[src/rtl/noc_pkt_injector.sv]
// Packet source for one router input port: bursts of wormhole packets spread round-robin over VCs.
// Optional stall timeout is built only when PKT_INJ_TIMEOUT_EN is defined.
package noc_params;
  localparam int MESH_SIZE_X       = 4;
  localparam int MESH_SIZE_Y       = 4;
  localparam int DEST_ADDR_SIZE_X  = $clog2(MESH_SIZE_X);
  localparam int DEST_ADDR_SIZE_Y  = $clog2(MESH_SIZE_Y);
  localparam int VC_NUM            = 2;
  localparam int VC_SIZE           = $clog2(VC_NUM);
  localparam int FLIT_DATA_SIZE    = 16;
  localparam int HEAD_PAYLOAD_SIZE = FLIT_DATA_SIZE - DEST_ADDR_SIZE_X - DEST_ADDR_SIZE_Y;

  typedef enum logic [1:0] {HEAD, BODY, TAIL, HEADTAIL} flit_label_t;

  typedef struct packed {
    logic [DEST_ADDR_SIZE_X-1:0]  x_dest;
    logic [DEST_ADDR_SIZE_Y-1:0]  y_dest;
    logic [HEAD_PAYLOAD_SIZE-1:0] head_pl;
  } head_data_t;

  typedef union packed {
    head_data_t                head_data;
    logic [FLIT_DATA_SIZE-1:0] bt_pl;
  } flit_data_t;

  typedef struct packed {
    flit_label_t        flit_label;
    logic [VC_SIZE-1:0] vc_id;
    flit_data_t         data;
  } flit_t;
endpackage

module noc_pkt_injector #(
  parameter int unsigned VC_NUM         = noc_params::VC_NUM,
  parameter int unsigned MAX_PKT_SIZE   = 16,
  parameter int unsigned GAP_WIDTH      = 4,
  parameter int unsigned TIMEOUT_CYCLES = 256
) (
  input  logic                                  clk,
  input  logic                                  rst,
  input  logic                                  start_i,
  input  logic [15:0]                           pkt_num_i,
  input  logic [$clog2(MAX_PKT_SIZE+1)-1:0]     pkt_size_i,
  input  logic [GAP_WIDTH-1:0]                  gap_i,
  input  logic [noc_params::DEST_ADDR_SIZE_X-1:0] x_dest_i,
  input  logic [noc_params::DEST_ADDR_SIZE_Y-1:0] y_dest_i,
  input  logic [VC_NUM-1:0]                     vc_mask_i,
  input  logic [VC_NUM-1:0]                     on_off_i,
  output noc_params::flit_t                     data_o,
  output logic                                  valid_flit_o,
  output logic                                  busy_o,
  output logic                                  done_o,
  output logic [1:0]                            error_o,
  output logic [31:0]                           flit_cnt_o
);
  localparam int unsigned SZ_W  = $clog2(MAX_PKT_SIZE + 1);
  localparam int unsigned VC_W  = noc_params::VC_SIZE;
  localparam int unsigned SEQ_W = noc_params::FLIT_DATA_SIZE;

  typedef enum logic [1:0] {S_IDLE, S_SEND, S_GAP, S_DONE} state_t;

  state_t                                  state_q, state_d;
  logic [SZ_W-1:0]                         size_q, size_d, flit_idx_q, flit_idx_d;
  logic [15:0]                             num_q, num_d, pkt_idx_q, pkt_idx_d;
  logic [GAP_WIDTH-1:0]                    gap_q, gap_d, gap_cnt_q, gap_cnt_d;
  logic [noc_params::DEST_ADDR_SIZE_X-1:0] x_q, x_d;
  logic [noc_params::DEST_ADDR_SIZE_Y-1:0] y_q, y_d;
  logic [VC_NUM-1:0]                       mask_q, mask_d;
  logic [VC_W-1:0]                         rr_q, rr_d, cur_vc_q, cur_vc_d;
  logic [SEQ_W-1:0]                        seq_q, seq_d;
  noc_params::flit_t                       data_q, data_d;
  logic                                    valid_q, valid_d, busy_q, busy_d, done_q, done_d;
  logic [1:0]                              err_q, err_d;
  logic [31:0]                             flit_cnt_q, flit_cnt_d;
`ifdef PKT_INJ_TIMEOUT_EN
  localparam int unsigned ST_W = $clog2(TIMEOUT_CYCLES + 1);
  logic [ST_W-1:0]                         stall_q, stall_d;
`endif

  logic [VC_W-1:0] sel_vc, cur_vc;
  logic            sel_found, illegal, last_flit, last_pkt;
  int unsigned     idx;

  // First eligible VC at or after the RR pointer; only consulted on a packet's first flit.
  always_comb begin
    sel_vc    = rr_q;
    sel_found = 1'b0;
    idx       = 0;
    for (int unsigned i = 0; i < VC_NUM; i++) begin
      idx = (i + 32'(rr_q)) % VC_NUM;
      if (!sel_found && mask_q[VC_W'(idx)]) begin
        sel_vc    = VC_W'(idx);
        sel_found = 1'b1;
      end
    end
  end

  assign cur_vc    = (flit_idx_q == '0) ? sel_vc : cur_vc_q;
  assign last_flit = (flit_idx_q == size_q - SZ_W'(1));
  assign last_pkt  = (pkt_idx_q == num_q - 16'd1);
  assign illegal   = (pkt_size_i == '0) || (pkt_size_i > SZ_W'(MAX_PKT_SIZE)) ||
                     (pkt_num_i == '0) || (vc_mask_i == '0);

  always_comb begin
    state_d    = state_q;
    size_d     = size_q;
    num_d      = num_q;
    gap_d      = gap_q;
    x_d        = x_q;
    y_d        = y_q;
    mask_d     = mask_q;
    rr_d       = rr_q;
    cur_vc_d   = cur_vc_q;
    flit_idx_d = flit_idx_q;
    pkt_idx_d  = pkt_idx_q;
    gap_cnt_d  = gap_cnt_q;
    seq_d      = seq_q;
    data_d     = data_q;
    valid_d    = 1'b0;
    busy_d     = busy_q;
    done_d     = 1'b0;
    err_d      = err_q;
    flit_cnt_d = flit_cnt_q;
`ifdef PKT_INJ_TIMEOUT_EN
    stall_d    = stall_q;
`endif
    unique case (state_q)
      S_IDLE: begin
        if (start_i) begin
          size_d     = pkt_size_i;
          num_d      = pkt_num_i;
          gap_d      = gap_i;
          x_d        = x_dest_i;
          y_d        = y_dest_i;
          mask_d     = vc_mask_i;
          flit_idx_d = '0;
          pkt_idx_d  = '0;
          gap_cnt_d  = '0;
          seq_d      = '0;
          err_d      = {1'b0, illegal};
`ifdef PKT_INJ_TIMEOUT_EN
          stall_d    = '0;
`endif
          // Illegal config pulses done right away so it lands the cycle after start.
          if (illegal) begin
            state_d = S_DONE;
            done_d  = 1'b1;
          end else begin
            state_d = S_SEND;
            busy_d  = 1'b1;
          end
        end
      end
      S_SEND: begin
        if (on_off_i[cur_vc]) begin
          valid_d          = 1'b1;
          flit_cnt_d       = flit_cnt_q + 32'd1;
          seq_d            = seq_q + SEQ_W'(1);
          data_d           = '0;
          data_d.vc_id     = cur_vc;
`ifdef PKT_INJ_TIMEOUT_EN
          stall_d          = '0;
`endif
          if (size_q == SZ_W'(1))   data_d.flit_label = noc_params::HEADTAIL;
          else if (flit_idx_q == '0) data_d.flit_label = noc_params::HEAD;
          else if (last_flit)        data_d.flit_label = noc_params::TAIL;
          else                       data_d.flit_label = noc_params::BODY;
          if (flit_idx_q == '0) begin
            data_d.data.head_data.x_dest  = x_q;
            data_d.data.head_data.y_dest  = y_q;
            data_d.data.head_data.head_pl = seq_q[noc_params::HEAD_PAYLOAD_SIZE-1:0];
            cur_vc_d = sel_vc;
            rr_d     = VC_W'((32'(sel_vc) + 32'd1) % VC_NUM);
          end else begin
            data_d.data.bt_pl = seq_q;
          end
          if (last_flit) begin
            flit_idx_d = '0;
            pkt_idx_d  = pkt_idx_q + 16'd1;
          end else begin
            flit_idx_d = flit_idx_q + SZ_W'(1);
          end
          if (last_flit && last_pkt) state_d = S_DONE;
          else if (gap_q != '0) begin
            state_d   = S_GAP;
            gap_cnt_d = gap_q;
          end
        end
`ifdef PKT_INJ_TIMEOUT_EN
        else begin
          stall_d = stall_q + ST_W'(1);
          if (stall_q + ST_W'(1) == ST_W'(TIMEOUT_CYCLES)) begin
            err_d[1] = 1'b1;
            state_d  = S_DONE;
          end
        end
`endif
      end
      S_GAP: begin
        if (gap_cnt_q == GAP_WIDTH'(1)) state_d = S_SEND;
        else gap_cnt_d = gap_cnt_q - GAP_WIDTH'(1);
      end
      S_DONE: begin
        // done_q already high means the pulse was issued on entry (illegal config).
        done_d  = !done_q;
        busy_d  = 1'b0;
        state_d = S_IDLE;
      end
      default: state_d = S_IDLE;
    endcase
  end

  always_ff @(posedge clk) begin
    if (rst) begin
      state_q    <= S_IDLE;
      size_q     <= '0;
      num_q      <= '0;
      gap_q      <= '0;
      x_q        <= '0;
      y_q        <= '0;
      mask_q     <= '0;
      rr_q       <= '0;
      cur_vc_q   <= '0;
      flit_idx_q <= '0;
      pkt_idx_q  <= '0;
      gap_cnt_q  <= '0;
      seq_q      <= '0;
      data_q     <= '0;
      valid_q    <= 1'b0;
      busy_q     <= 1'b0;
      done_q     <= 1'b0;
      err_q      <= '0;
      flit_cnt_q <= '0;
`ifdef PKT_INJ_TIMEOUT_EN
      stall_q    <= '0;
`endif
    end else begin
      state_q    <= state_d;
      size_q     <= size_d;
      num_q      <= num_d;
      gap_q      <= gap_d;
      x_q        <= x_d;
      y_q        <= y_d;
      mask_q     <= mask_d;
      rr_q       <= rr_d;
      cur_vc_q   <= cur_vc_d;
      flit_idx_q <= flit_idx_d;
      pkt_idx_q  <= pkt_idx_d;
      gap_cnt_q  <= gap_cnt_d;
      seq_q      <= seq_d;
      data_q     <= data_d;
      valid_q    <= valid_d;
      busy_q     <= busy_d;
      done_q     <= done_d;
      err_q      <= err_d;
      flit_cnt_q <= flit_cnt_d;
`ifdef PKT_INJ_TIMEOUT_EN
      stall_q    <= stall_d;
`endif
    end
  end

  assign data_o       = data_q;
  assign valid_flit_o = valid_q;
  assign busy_o       = busy_q;
  assign done_o       = done_q;
  assign error_o      = err_q;
  assign flit_cnt_o   = flit_cnt_q;
endmodule

[config.mk]
export PLATFORM = sky130hd
export DESIGN_NAME = noc_pkt_injector
export DESIGN_NICKNAME = d
export VERILOG_FILES = /design/src/rtl/noc_pkt_injector.sv
export SDC_FILE = /design/constraint.sdc
export NUM_CORES = 1
export LEC_CHECK = 0
export CAP_MARGIN = 10
export CORE_ASPECT_RATIO = 0.5
export CORE_MARGIN = 2
export CORE_UTILIZATION = 40
export CTS_CLUSTER_DIAMETER = 80
export DETAILED_ROUTE_END_ITERATION = 8
export GPL_ROUTABILITY_DRIVEN = 0
export MAX_ROUTING_LAYER = met4
export PLACE_DENSITY = 0.66
export REMOVE_ABC_BUFFERS = 1
export SYNTH_ARGS = -nofsm -noshare
export SYNTH_HDL_FRONTEND = slang
export SYNTH_SLANG_ARGS = --single-unit
export TNS_END_PERCENT = 20
[constraint.sdc]
create_clock -name clk -period 3.26 [get_ports clk]
set_input_delay 0.652 -clock clk [delete_from_list [all_inputs] [get_ports clk]]
set_output_delay 0.652 -clock clk [all_outputs]
set_load 0.1 [all_outputs]
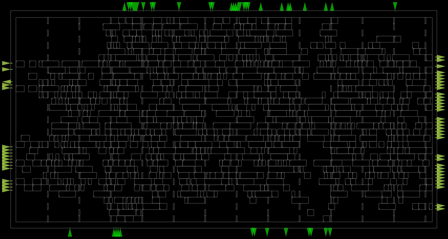
Run 1: placed standard cells
floorplan core area: 0.0164 sq mm
number of sequential cells: 130
# rows: 33
number of standard cells in the final layout excluding fillers: 1126
final design utilization: 50.4%

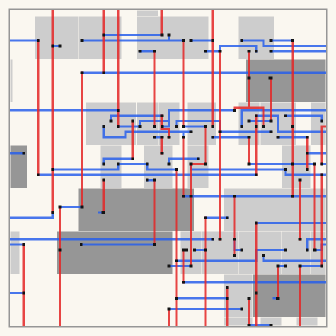
Run 1: close-up of the layout
Window x 130 to 150, y 62 to 82 microns. Cells in grey, sequential cells in the stronger grey; small squares are vias.
red -> M2
blue -> M1
netlist names of flops here include = `flit_cnt_o` (4)
sequential cells in the window = 4
most frequent = dfxtp_1 (4)
cells with their middle in the window = 24

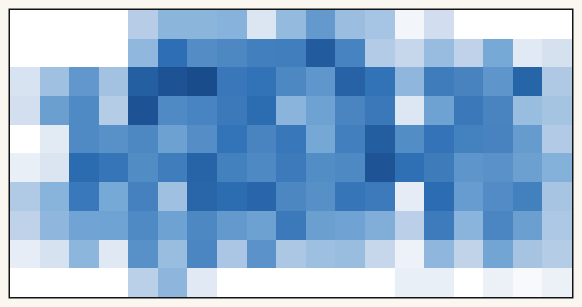
Run 1: cell area per tile
19 x 10 tiles, from white (low) to dark blue (high), 0 to 100% covered.
nearly empty tiles = 13%
densest ninth of the die = centre
tiles over 75% full = 8.4%
mean over tiles = 45%
fullest tile = 89%
effective utilization at floorplan: 40.8%

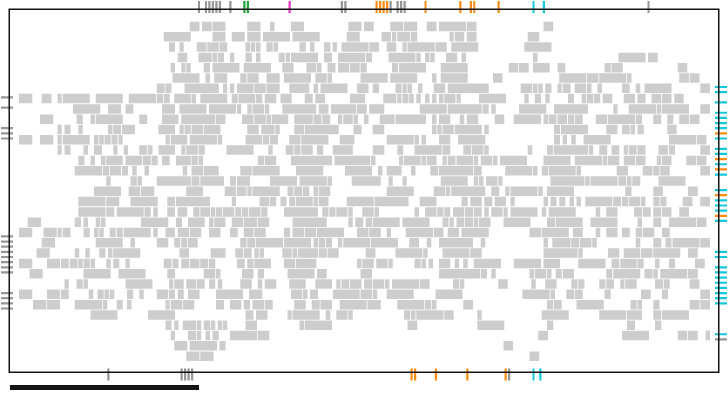
Run 1: ports around the boundary
Bar = 50 microns. Pins as bars across the die edge, other pins in grey.
orange -> `data_o`  # pins 19, direction output, edge 9 north, 5 east, 5 south
green -> `vc_mask_i`  # pins 2, direction input, edge north
magenta -> `start_i`  # pins 1, direction input, edge north
cyan -> `flit_cnt_o`  # pins 32, direction output, edge 28 east, 2 north, 2 south
all pins by edge = 34 east, 28 north, 17 west, 13 south
overall die width: 187 microns
Chip Height: 95.5 microns
count of input and output buffers: 90

==> results.txt, run 1 <==
Observations from the implementation run.

Cells and area:
- The run gives the clock distribution area overhead in the final layout as 7.27%.
- The class occupying the most area after layout is reported as logic gates.
- Between the synthesized netlist and the finished layout, the area growth was recorded as 23.4%.
- The run gives the final antenna diode count as 0.
- In the final layout, the clock buffer count is 18.
- Cells with a size suffix above 1 make up 15.1% of the layout.
- The run puts the count of fill cells added during filler insertion at 1553.
- The run gives the multi-input gate count as 615.
- Per the layout area report, the sequential fraction of cell area is 31.5%.
- The run puts the share of the final layout cell area in multi-input gates at 46.2%.
- The area taken by sequential standard cells is reported as 0.00260 sq mm.
- Per the layout area report, the combinational gate area comes to about 0.0038 sq mm.
- The run gives the most common library cell in the layout ignoring fill and taps as sky130_fd_sc_hd__nand2_1.
- The run puts the number of buffers other than clock buffers in the final layout at roughly 110.
- The run puts the post-layout net count at 939.
- Ranking logic cells in the layout by count gives the top entries 138 x sky130_fd_sc_hd__nand2_1, 130 x sky130_fd_sc_hd__dfxtp_1, 71 x sky130_fd_sc_hd__nor2_1, 70 x sky130_fd_sc_hd__buf_4, 69 x sky130_fd_sc_hd__a21oi_1.
- The run puts the post-route standard cell area excluding fillers at 0.00826 sq mm.
- The run puts the number of ordinary inverters in the final layout at 18.
- The run puts the buffering overhead at 10.7%.
- The run puts the number of flip-flops in the largest register at 32.

Yosys:
- For this run the top cell type by instance count after synthesis was sky130_fd_sc_hd__nand2_1.
- The run gives the count of flip-flops with a built-in enable after synthesis as 0.
- The run puts the synthesis warning total at 0.
- The run gives the sequential element share of the synthesized area as 38.9%.
- The run puts the post-synthesis cell count at about 810.
- Of all cell types, the one taking the most synthesized area is sky130_fd_sc_hd__dfxtp_1.
- The run puts the total cells reported by yosys after synthesis at 807.
- In the synthesized netlist the async set-or-reset flop fraction comes to 0%.
- Sorting the synthesized cells by area gives the leading types as sky130_fd_sc_hd__dfxtp_1 39%, sky130_fd_sc_hd__nand2_1 7.7%, sky130_fd_sc_hd__xnor2_1 6.5%.
- The run puts the fraction of post-synthesis cell area in the top cell type by area at 38.9%.
- The run gives the chip area estimate from yosys synthesis as 0.00669 sq mm.
- In the synthesized netlist the dominant register cell turns out to be sky130_fd_sc_hd__dfxtp_1.
- The run gives the netlist area before placement as 0.00669 sq mm.
- The run gives the mean cell area of the mapped netlist as 8.29 sq um.
- The commonest cells after synthesis are 138 x sky130_fd_sc_hd__nand2_1, 130 x sky130_fd_sc_hd__dfxtp_1, 71 x sky130_fd_sc_hd__nor2_1.
- The run gives the number of distinct library cells after synthesis as 68.
- The run gives the number of synthesized register bits as 130.

GRT:
- The run puts the maximum number of pins on one net before global-route repair at 48.
- In the global route stage, met2 resource usage came out at 30.2%.
- The run gives the wire length of the first global-routing pass as between 20 and 30 mm.
- The number of antenna violations at the first check in global routing was 0.
- The number of global-route vias before repair was 5489.
- The run gives the met1 demand-to-capacity share in global routing as approximately 25%.
- The run gives the global routing's busiest layer as met2.
- The run puts the all-layer global routing usage at 18.9%.
- The run gives the final global-route overflow total as 0.
- The run gives the fraction of met3 tracks used by global routing as between 3 and 4%.

Clock tree:
- The run gives the total clock buffers created by CTS as 17.
- The run puts the number of buffers inserted for hold repair after clock tree synthesis at 0.
- The H-tree was split into 4 levels.
- The run puts the clock latency at the later pin of the worst-skew pair at just over 400 ps.
- The report lists the number of cells resized after CTS as 0.
- The run puts the total number of clock tree sinks at 130.
- The run puts the clock slew seen by the registers of the worst setup and hold paths at 60 ps.
- In this run the clock root is driven by a sky130_fd_sc_hd__clkbuf_16.
- The run gives the CTS tree as built.
- The run gives the post-CTS setup repair buffer count as 0.
- The clock passes through at most 2 buffers.

Drt:
- After detailed routing, the number of remaining DRC violations is 0.
- Detailed routing placed a total of around 500 microns of wire on met3.
- The run puts the number of optimization iterations in the first detailed-route pass at 6.
- The run puts the post-detailed-route via-to-cell ratio at 5.24.
- The routed design has 16.1 mm of wire.
- The post-route report lists met1 wire length as 8.36 mm.
- The run puts the wire length per cell after detailed routing at 14.3 microns.
- The run gives the total number of vias as 5905.
- The run puts the number of design-rule violations left by the first detailed-router iteration at ~380.
- In the detailed route, the total length drawn on met2 is 7.14 mm.
- After detailed routing, no signal wire sits above met4.
- The run puts the antenna violation net count after detailed routing at 0.

Timing:
- Setup repair after global routing left no endpoint under its margin.
- The run puts the headroom to the max-slew limit at 56.6%.
- The run puts the number of failing hold endpoints at the final stage at 0.
- The run gives the final number of setup-violating endpoints as 0.
- The run gives the final critical-path required period as 2900 ps.
- The run gives the transition time of the tightest slew-check pin as about 650 ps.
- The final timing summary puts the cycle share of the worst path at 88.9%.
- The run gives the number of pins with negative max-slew slack in the final report as 0.
- The run gives the post-route clock skew as between 10 and 15 ps.
- In this build the clock could be raised as far as approximately 0.35 GHz.

Power:
- The run gives the internal portion of total power as 0.00366 W.
- The leakage power in the latest report is a little under 3 nW.
- The run gives the switching share of power as 37.7%.
- The run puts the cell area power density at 711 mW/mm^2.
- The run puts the sequential power share at around a third.
- The flow reports that the clock network draws 32.9% of the design power.
- The run puts the power dissipated by switching net loads at roughly 0.0022 W.
- Per the power-grid run, VDD falls by no more than 361 uV.
- The run puts the combinational fraction of design power at 35.1%.

Setup path:
- In the setup report, the worst path falls into the class reg -> reg.
- The timing report attributes the biggest portion of critical-path delay to simple AND/OR/NAND/NOR gates.
- The number of buffers and inverters on the critical path is 1.
- The run gives the startpoint type of the worst setup path as a register.
- The run gives the peak fanout along the critical path as 16.
- The report lists the cells along the critical path as inv_1 -> ha_1 -> o21ba_2 -> a221oi_1 -> o2111ai_1 -> and2_1 -> or4_1 -> xor2_1 -> nor2_1.
- The run puts the required time reported for the critical path endpoint at 3540 ps.
- The slowest stage of the critical path is the sky130_fd_sc_hd__or4_1 cell.
- The worst setup path is captured at a register.
- On the worst path, the slowest cell contributes a delay of 590 ps.
- The run gives the data arrival time of the critical path as 3180 ps.

Hold path:
- The run gives the type of the worst min-delay path as reg -> reg.

Run:
- The number of maximum-capacitance violations recorded for the run is 0.
- The run puts the OpenROAD warning count at 33.

Die:
- The die covers 0.0178 sq mm.
- The run puts the number of ports placed on the die boundary at roughly 92.
- The floorplan report lists the tap cell count as 227.

Outcome:
- The flow ran to the end, and the final reports show no timing, DRC or antenna violations.

Placement:
- The run gives the placement-stage cell area as 0.00766 sq mm.
- The run puts the final HPWL from detailed placement at between 10 and 15 mm.
==> run 1: cells by family after synthesis <==
family                   synth area share, %
AND/OR/NAND/NOR                         29.0
AND-OR/OR-AND                           12.9
flip-flops                              38.9
XOR/XNOR                                10.2
buffers and inverters                   4.11
adder cells (fa/ha/maj)                 2.99
multiplexers                            1.91
other                                 0.0560
==> run 1: power by group through the flow <==
| stage | Combinational (W) | Clock (W) | Sequential, W |
|---|---|---|---|
| finish | 0.00206 | 0.00193 | 0.00188 |
| global route | 0.00225 | 0.00204 | 0.00190 |
| CTS | 0.00206 | 0.00197 | 0.00188 |
| detailed placement | 0.00205 | 0 | 0.00191 |
| global placement | 0.00201 | 0 | 0.00191 |
| floorplan | 0.00121 | 0 | 0.00217 |
==> run 1: per-stage QoR <==
| stage | instances | worst slack (ps) | hold WS, ps | total power, W | setup TNS, ps |
|---|---|---|---|---|---|
| 6_report | 1126 | 363 | 454 | 0.00587 | 0 |
| 5_1_grt | 1126 | 175 | 474 | 0.00619 | 0 |
| 4_1_cts | 1126 | 385 | 457 | 0.00591 | 0 |
| 3_5_place_dp | 1095 | 436 | 449 | 0.00396 | 0 |
| 3_3_place_gp | 1095 | 479 | 444 | 0.00391 | 0 |
| 2_1_floorplan | 763 | -132 | 431 | 0.00339 | -397 |
==> run 1: path summary, 6_finish.rpt <==
path	from	endpoint	slack [ps]	depth (start not counted)
max	size_q[0]$_SDFFE_PP0P_	pkt_idx_q[6]$_SDFFE_PP0P_	360	9
min	data_o[8]$_SDFFE_PP0P_	data_o[8]$_SDFFE_PP0P_	450	2
max reg2reg	size_q[0]$_SDFFE_PP0P_	pkt_idx_q[6]$_SDFFE_PP0P_	360	9
min reg2reg	data_o[8]$_SDFFE_PP0P_	data_o[8]$_SDFFE_PP0P_	450	2
Run 1, cell sizes after repair:
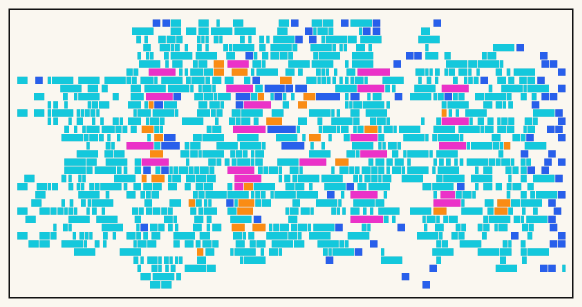

==> run 2, diff against run 1 <==
Settings changed: CORE_UTILIZATION 40 to 55, PLACE_DENSITY 0.66 to 0.85.
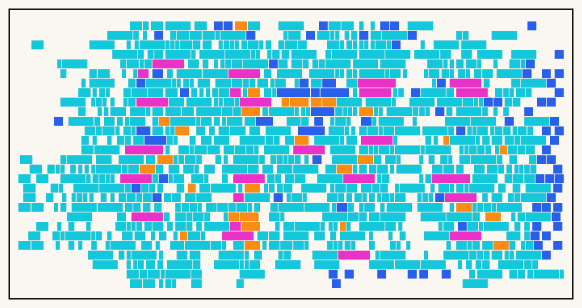
Run 2: cell sizes after repair
magenta -> x6 and larger  # cells 24
orange -> x2  # cells 28
blue -> x3 and x4  # cells 85
cyan -> x1 and smaller  # cells 764
number of non-clock buffers in the layout: 106
cell area after layout: 0.00818 sq mm
Worst Slack Setup Final: 267 ps

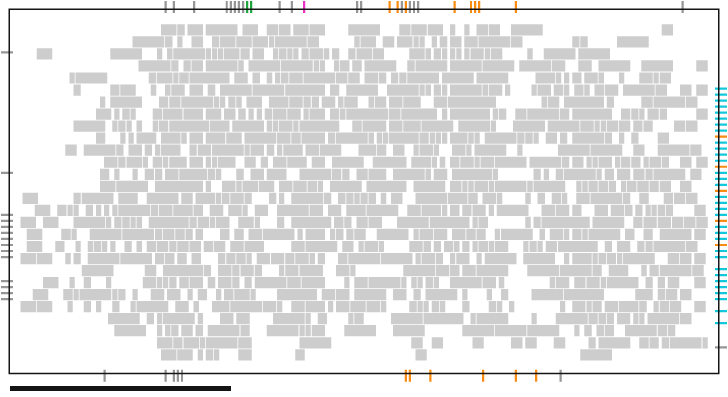
Run 2: ports around the boundary
Bar = 50 microns. Pins as bars across the die edge, other pins in grey.
overall die width: 160 microns
Chip Height: 82.0 microns

==> results.txt, run 2 <==
Observations from the implementation run.

Outcome:
- The flow ran to the end, and the final reports show no timing, DRC or antenna violations.

GRT:
- The run gives the number of global-route vias before repair as 5668 (+3.3%).
- The run puts the number of antenna violations at the first check in global routing at 0 (unchanged).
- The final global-route overflow total came to 0 (unchanged).
- The run puts the all-layer global routing usage at 26.1% (+7.2 points).
- The run gives the wire length of the first global-routing pass as 26.8 mm (+0.28%).
- The run puts the maximum number of pins on one net before global-route repair at 51 (+6.3%).

Yosys:
- The run gives the fraction of post-synthesis cell area in the top cell type by area as 38.9% (unchanged).
- The run puts the post-synthesis cell count at 807 (unchanged).
- Per the synthesis report, the dominant area consumer among library cells is sky130_fd_sc_hd__dfxtp_1.
- The run gives the mean cell area of the mapped netlist as 8.29 sq um (unchanged).
- The run gives the number of synthesized register bits as 130 (unchanged).
- The proportion of synthesized flip-flops having asynchronous set or reset was 0% (unchanged).
- The count of flip-flops with a built-in enable after synthesis is 0 (unchanged).
- Yosys instantiated no cell more often than sky130_fd_sc_hd__nand2_1.
- The run gives the number of distinct library cells after synthesis as 68 (unchanged).
- The synthesis report names the predominant flop master as sky130_fd_sc_hd__dfxtp_1.
- The run puts the synthesis warning total at 0 (unchanged).
- Sorting the synthesized cells by area gives the leading types as sky130_fd_sc_hd__dfxtp_1 39%, sky130_fd_sc_hd__nand2_1 7.7%, sky130_fd_sc_hd__xnor2_1 6.5%.
- The run gives the total cells reported by yosys after synthesis as 807 (unchanged).
- The commonest cells after synthesis are 138 x sky130_fd_sc_hd__nand2_1, 130 x sky130_fd_sc_hd__dfxtp_1, 71 x sky130_fd_sc_hd__nor2_1.
- The run puts the netlist area before placement at 0.00669 sq mm (unchanged).
- The run gives the chip area estimate from yosys synthesis as 0.00669 sq mm (unchanged).
- The sequential element share of the synthesized area came to 38.9% (unchanged).

Power:
- The run gives the cell area power density as 725 mW/mm^2 (+2.0%).
- The combinational fraction of design power is 35.0% (about the same).
- The run puts the switching share of power at 38.4% (+0.75 points).
- The run gives the total leakage power as 2.99 nW (+0.27%).
- The group that draws the most power in this run is combinational cells.
- The run gives the power in combinational cells as 0.00208 W (about the same).
- The run puts the fraction of power consumed by the clock network at 33.2% (+0.3 points).
- The internal portion of total power came to 0.00365 W (-0.16%).
- The run puts the power dissipated by switching net loads at 0.00228 W (+3.1%).
- The sequential power share came to 31.8% (-0.2 points).
- The worst IR drop on VDD came to 386 uV (+7.1%).
- The run gives the power attributed to the clock group as 0.00197 W (+2%).
- The run gives the sequential logic power as 0.00189 W (about the same).

Run:
- The OpenROAD warning count is 33 (unchanged).
- The run gives the tally of max-capacitance violations as 0 (unchanged).

Drt:
- The run gives the number of optimization iterations in the first detailed-route pass as 6 (unchanged).
- The run puts the wire length per cell after detailed routing at 15.4 microns (+7.7%).
- The run puts the number of design-rule violations left by the first detailed-router iteration at 661 (+76%).
- The post-detailed-route via-to-cell ratio came to 5.84 (+11%).
- The run gives the antenna violation net count after detailed routing as 0 (unchanged).
- The run puts the count of unresolved DRC violations after routing at 0 (unchanged).
- The run puts the total number of vias at 6221 (+5.4%).
- The detailed-route wire length is 16.4 mm (+2.0%).

Cells and area:
- The run gives the area added between synthesis and finish as 22.2%.
- The run gives the most common library cell in the layout ignoring fill and taps as sky130_fd_sc_hd__nand2_1.
- The run puts the number of flip-flops in the largest register at 32 (unchanged).
- The run gives the final antenna diode count as 0 (unchanged).
- In the layout the commonest cells are 138 x sky130_fd_sc_hd__nand2_1, 130 x sky130_fd_sc_hd__dfxtp_1, 72 x sky130_fd_sc_hd__buf_4, 71 x sky130_fd_sc_hd__nor2_1, 69 x sky130_fd_sc_hd__a21oi_1.
- The share of layout cells above drive strength 1 was 15.2% (+0.077 points).
- The run puts the post-layout net count at 940 (+0.11%).

Setup path:
- The endpoint identified for the worst register-to-register timing path is pkt_idx_q[15]$_SDFFE_PP0P_.
- Among cell families on the critical path, the largest total delay comes from simple AND/OR/NAND/NOR gates.
- The delay contributed by the slowest stage of the critical path is 550 ps (-40 ps).
- The run gives the data arrival time of the critical path as 3330 ps (+150 ps).
- The run puts the number of buffer and inverter instances along the worst setup path at 2 (+1).
- The capture point of the critical path was reported as pkt_idx_q[15]$_SDFFE_PP0P_.
- The register-to-register setup slack came to 270 ps (-100 ps).
- Per STA, the startpoint of the critical path is flit_idx_q[1]$_SDFFE_PP0P_.
- Per STA, the worst path is made up of inv_1 -> ha_1 -> or4b_4 -> o2111ai_2 -> o2111ai_4 -> buf_4 -> nor3_1 -> nand4_1 -> a21oi_1.
- The worst setup path is launched from a register.
- Looking at the setup timing report, the critical path kind is reg -> reg.
- The critical path's slowest stage uses the library cell sky130_fd_sc_hd__or4b_4.
- Looking at the reg2reg group, the worst path starts from flit_idx_q[1]$_SDFFE_PP0P_.
- The run gives the path length in cells of the critical path as 9 (unchanged).
- STA classifies the critical path endpoint as a register.
- The required time reported for the critical path endpoint came to 3600 ps (+60 ps).
- The peak fanout along the critical path was 20 (+4).
- The run puts the worst reg-to-reg path cell count at 9 (unchanged).

Clock tree:
- The run gives the number of buffers inserted for hold repair after clock tree synthesis as 0 (unchanged).
- The run puts the total clock buffers created by CTS at 17 (unchanged).
- The total number of clock tree sinks was 130 (unchanged).
- The run puts the clock latency at the later pin of the worst-skew pair at 420 ps (about the same).
- The run puts the post-CTS setup repair buffer count at 0 (unchanged).
- The depth of the CTS H-tree is 4 (unchanged).
- The run gives the CTS tree as built.
- Looking at the clock tree report, the root buffer type is sky130_fd_sc_hd__clkbuf_16.
- The run gives the count of instances resized after the clock tree is built as 0 (unchanged).
- The run gives the clock slew seen by the registers of the worst setup and hold paths as 60 ps (about the same).
- The run gives the number of buffers on the longest clock path as 2 (unchanged).

Timing:
- Setup repair after global routing left no endpoint under its margin.
- The run gives the headroom to the max-slew limit as 54.7% (-1.9 points).
- The run puts the number of pins with negative max-slew slack in the final report at 0 (unchanged).
- The run puts the number of failing hold endpoints at the final stage at 0 (unchanged).
- The run puts the highest clock rate at 0.334 GHz (-3.2%).
- The final setup TNS came to 0 ps (unchanged).
- The run puts the post-route clock skew at 7.08 ps (-3.31 ps).
- The run puts the final number of setup-violating endpoints at 0 (unchanged).
- The run gives the transition time of the tightest slew-check pin as 674 ps (+28.2 ps).
- The run puts the post-layout period usage of the worst path at 91.8% (+3.0 points).
- The final critical-path required period was 2990 ps (+96.9 ps).

Hold path:
- The run gives the number of instances on the worst hold path as 2 (unchanged).
- For hold timing, the worst endpoint is data_o[4]$_SDFFE_PP0P_.
- In this run the most critical hold path is launched from data_o[4]$_SDFFE_PP0P_.
- The type recorded for the worst min-delay path is reg -> reg.

Placement:
- The run gives the final HPWL from detailed placement as 11.2 mm (-2.5%).
- The run puts the quantity of I/O buffers inserted on ports at 90 (unchanged).
- The run gives the setup slack at placement as 383 ps (-52.8 ps).

Die:
- The run puts the total die size at 0.0131 sq mm (-26%).
- The number of ports placed on the die boundary was 92 (unchanged).
- The run gives the number of rows created at floorplan as 28 (-15%).
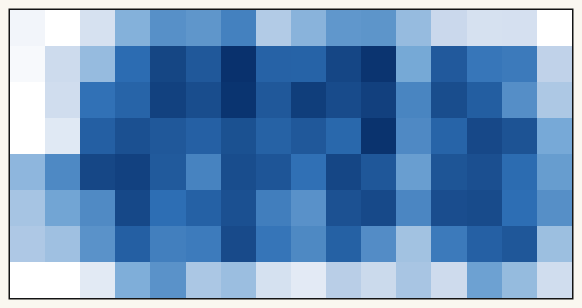
Run 2: cell area per tile
16 x 8 tiles, from white (low) to dark blue (high), 0 to 100% covered.
densest ninth of the die = centre
tiles over 75% full = 42%
mean over tiles = 61%
fullest tile = 99%
nearly empty tiles = 4.7%
effective utilization at floorplan: 56.5%
final design utilization: 69.1%
floorplan core area: 0.0118 sq mm

## run 2: cell types whose count changed in the layout (fill, tap and decap cells not counted), sizes merged
cell	delta
clkinvlp	-2
inv	+3
buf	+1
## run 2: tightest hold or removal path, cell delays in order (launching register included)
cell and delay, ps:
sky130_fd_sc_hd__dfxtp_1 310, sky130_fd_sc_hd__nand2_1 50, sky130_fd_sc_hd__a21oi_1 50
## run 2: final cells by class
class	instances	area [sq um]
tap	165	206
timing repair buffer	106	881
clock inverter	14	176
sequential	130	2600
inverter	18	67.6
clock buffer	18	429
multi-input combinational	615	3820
fill	919	3660
## run 2: layer usage
layer | share of wire, % | GRT usage (%) | routed length (microns)
met5 | 0 | - | 0
met4 | 1.3 | 9.28 | 210
met3 | 6.6 | 6.52 | 1090
met1 | 45 | 31.4 | 7460
met2 | 47 | 43.4 | 7670
## run 2: metrics by stage
| step | cell area, sq um | hold WS [ps] | utilization, % | instances | power [W] |
|---|---|---|---|---|---|
| after floorplan | 6490 | 431 | - | 763 | 0.00339 |
| final | 8180 | 453 | 69.1 | 1066 | 0.00593 |
| after global routing | 8180 | 484 | 69.1 | 1066 | 0.00620 |
| after global placement | 7580 | 443 | 64.0 | 1034 | 0.00387 |
| after detailed placement | 7580 | 449 | 64.0 | 1034 | 0.00394 |
| after CTS | 8180 | 457 | 69.1 | 1066 | 0.00591 |
## run 2: cell families (layout without fill, tap and decap cells)
kind of cell	after synthesis	after routing	synth area share, %
AND-OR/OR-AND	131	131	12.9
XOR/XNOR	78	78	10.2
adder cells (fa/ha/maj)	16	16	2.99
buffers and inverters	62	156	4.11
flip-flops	130	130	38.9
multiplexers	11	11	1.91
other	1	1	0.0560
AND/OR/NAND/NOR	378	378	29.0
Run 2, placed standard cells:
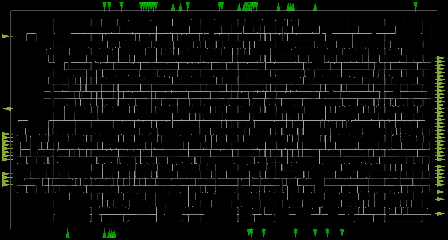

==> run 3, diff against run 2 <==
Settings changed: ABC_AREA set to 1, CORE_UTILIZATION 55 to 51, PLACE_DENSITY 0.85 to 0.82.
Clock period 3.26 ns to 2.5 ns, I/O delays scaled along.
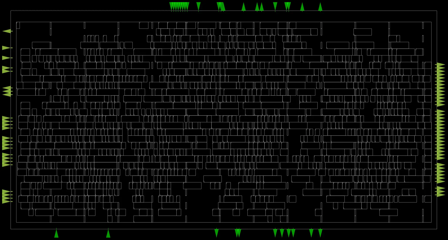
Run 3: placed standard cells
final design utilization: 64.3%
# rows: 30
floorplan core area: 0.0138 sq mm
share of cell area taken by flip-flops and latches: 29.3%

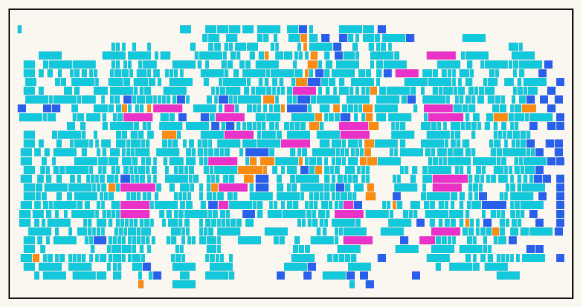
Run 3: cell sizes after repair
orange -> x2  # cells 41
blue -> x3 and x4  # cells 86
cyan -> x1 and smaller  # cells 1017
magenta -> x6 and larger  # cells 26
Worst Slack Setup Final: 183 ps
area added between synthesis and finish: 20.9%
cell area after layout: 0.00889 sq mm

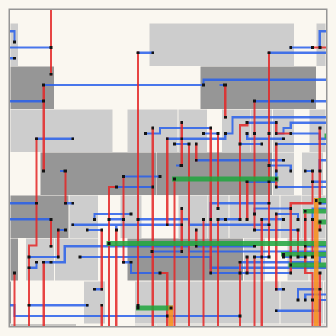
Run 3: close-up of the layout
Window x 120 to 140, y 57 to 77 microns. Cells in grey, sequential cells in the stronger grey; small squares are vias.

==> results.txt, run 3 <==
Observations from the implementation run.

Setup path:
- The run gives the endpoint of the worst setup timing path as pkt_idx_q[5]$_SDFFE_PP0P_.
- The required time reported for the critical path endpoint came to 2840 ps (-760 ps).
- The run puts the worst reg-to-reg path cell count at 11 (+2).
- The run gives the beginning of the critical path as size_q[0]$_SDFFE_PP0P_.
- The run gives the delay contributed by the slowest stage of the critical path as 360 ps (-190 ps).
- The run puts the data arrival time of the critical path at 2660 ps (-670 ps).
- The run gives the startpoint of the lowest-slack register-to-register path as size_q[0]$_SDFFE_PP0P_.
- STA classifies the critical path endpoint as a register.
- In this run the critical path is formed by inv_1 -> ha_1 -> or2_1 -> nand3_1 -> nand3_1 -> nor2_4 -> o21ai_2 -> nand3b_4 -> nor2_2 -> nand3_1 -> a21oi_1.
- The peak fanout along the critical path came to 18 (-10%).
- The run puts the number of buffer and inverter instances along the worst setup path at 1 (-1).
- STA classifies the critical path startpoint as a register.
- The timing report attributes the biggest portion of critical-path delay to simple AND/OR/NAND/NOR gates.

Yosys:
- The run gives the proportion of synthesized flip-flops having asynchronous set or reset as 0% (unchanged).
- The run puts the total cells reported by yosys after synthesis at 1072 (+33%).
- The run puts the number of synthesized register bits at 130 (unchanged).
- The commonest register cell is sky130_fd_sc_hd__dfxtp_1.
- The run puts the fraction of post-synthesis cell area in the top cell type by area at 35.4% (-3.5 points).
- The number of distinct library cells after synthesis was 51 (-25%).
- The run gives the most popular library cell in the synthesized design by count as sky130_fd_sc_hd__nand2_1.
- The mean cell area of the mapped netlist came to 6.86 sq um (-17%).
- The synthesis warning total came to 0 (unchanged).
- The run puts the post-synthesis cell count at 1072 (+33%).
- The netlist area before placement is 0.00735 sq mm (+9.9%).
- The run gives the sequential element share of the synthesized area as 35.4% (-3.5 points).
- The commonest cells after synthesis are 242 x sky130_fd_sc_hd__nand2_1, 130 x sky130_fd_sc_hd__dfxtp_1, 123 x sky130_fd_sc_hd__nor2_1.
- The run puts the chip area estimate from yosys synthesis at 0.00735 sq mm (+9.9%).

GRT:
- The run gives the number of antenna violations at the first check in global routing as 0 (unchanged).
- The run puts the number of global-route vias before repair at 6896 (+22%).
- The run puts the all-layer global routing usage at 26.1% (about the same).
- The run puts the wire length of the first global-routing pass at 31.7 mm (+19%).
- The run gives the maximum number of pins on one net before global-route repair as 66 (+29%).

Hold path:
- The run gives the type of the worst min-delay path as reg -> reg.

Die:
- The run gives the number of ports placed on the die boundary as 92 (unchanged).
- The run puts the starting density of the core at 53.2% (-3.3 points).

Power:
- The run puts the total leakage power at 3.51 nW (+18%).
- The run gives the fraction of power consumed by the clock network as 29.1% (-4.1 points).
- The switching share of power came to 43.2% (+4.8 points).
- The run puts the cell area power density at 1010 mW/mm^2 (+39%).
- The run gives the internal portion of total power as 0.00510 W (+40%).
- The sequential power share was 29.8% (-2.0 points).

Clock tree:
- The run gives the depth of the CTS H-tree as 4 (unchanged).
- The run gives the total clock buffers created by CTS as 17 (unchanged).
- The run puts the clock slew seen by the registers of the worst setup and hold paths at 60 ps (about the same).
- The number of buffers on the longest clock path was 2 (unchanged).
- The run gives the library cell used as clock root buffer as sky130_fd_sc_hd__clkbuf_16.
- The total number of clock tree sinks came to 130 (unchanged).
- TritonCTS built the clock tree.

Outcome:
- The run finished with clean final reports.

Timing:
- Setup repair after global routing left no endpoint under its margin.
- The number of pins with negative max-slew slack in the final report is 0 (unchanged).
- The final critical-path required period came to 2320 ps (-676 ps).
- The run puts the headroom to the max-slew limit at 55.6% (+0.97 points).
- The hold slack was 448 ps (-5.36 ps).
- The post-layout period usage of the worst path was 92.7% (+0.86 points).
- The final number of setup-violating endpoints is 0 (unchanged).

Drt:
- The run puts the number of design-rule violations left by the first detailed-router iteration at 660 (-0.15%).
- The number of optimization iterations in the first detailed-route pass was 7 (+1).
- The post-detailed-route via-to-cell ratio is 5.44 (-6.8%).
- The run puts the total number of vias at 7410 (+19%).
- The antenna violation net count after detailed routing is 0 (unchanged).

Placement:
- The run gives the final HPWL from detailed placement as 13.3 mm (+19%).

Cells and area:
- The run puts the share of layout cells above drive strength 1 at 13.1% (-2.1 points).
- Leaving out fill and tap cells, the most frequent cells in the layout are 242 x sky130_fd_sc_hd__nand2_1, 129 x sky130_fd_sc_hd__dfxtp_1, 123 x sky130_fd_sc_hd__nor2_1, 102 x sky130_fd_sc_hd__inv_1, 87 x sky130_fd_sc_hd__a21oi_1.
- The post-layout net count is 1209 (+29%).

Run:
- The tally of max-capacitance violations was 0 (unchanged).
## run 3: layout make-up
| class | count | area [sq um] |
|---|---|---|
| Multi-Input combinational cell | 791 | 4120 |
| Timing Repair Buffer | 106 | 891 |
| Tap cell | 192 | 240 |
| Clock buffer | 18 | 439 |
| Sequential cell | 130 | 2600 |
| Inverter | 111 | 417 |
| Fill cell | 1221 | 4920 |
| Clock inverter | 14 | 179 |
## run 3: cells by family after synthesis
logic type | share of synthesized area [%]
AND/OR/NAND/NOR | 33.0
buffers and inverters | 8.59
AND-OR/OR-AND | 14.2
flip-flops | 35.4
other | 0.0510
adder cells (fa/ha/maj) | 2.72
XOR/XNOR | 6.07
## run 3: through the flow
stage	total power [W]	instance area, sq um	cells	setup WS, ps
finish	0.00898	8890	1362	183
CTS	0.00896	8890	1362	193
global placement	0.00618	8230	1325	99.2
detailed placement	0.00629	8230	1325	-31.3
global route	0.00952	8890	1362	37.4
floorplan	0.00538	7140	1032	-416
## run 3: power groups by stage
stage / Sequential, W / Combinational [W] / Clock [W]
floorplan: 0.00331 / 0.00207 / 0
detailed placement: 0.00271 / 0.00359 / 0
CTS: 0.00267 / 0.00367 / 0.00263
finish: 0.00268 / 0.00369 / 0.00261
global route: 0.00271 / 0.00406 / 0.00275
global placement: 0.00269 / 0.00349 / 0
## run 3: timing repair
action                                  CTS  global route
pin swaps                                 1             0
hold buffers                              0             0
setup buffers                             5             0
resized                                   0             1
endpoints found under the setup margin    1             2
## run 3: layer usage
layer | GRT usage, % | vias up | part of all wire, %
li1 | - | 3694 | -
met1 | 31.5 | 3345 | 45
met2 | 44.0 | 317 | 45
met3 | 5.02 | 54 | 7.2
met4 | 10.4 | 0 | 2.3
met5 | - | - | 0
Power is estimated from default activity; no workload was simulated.
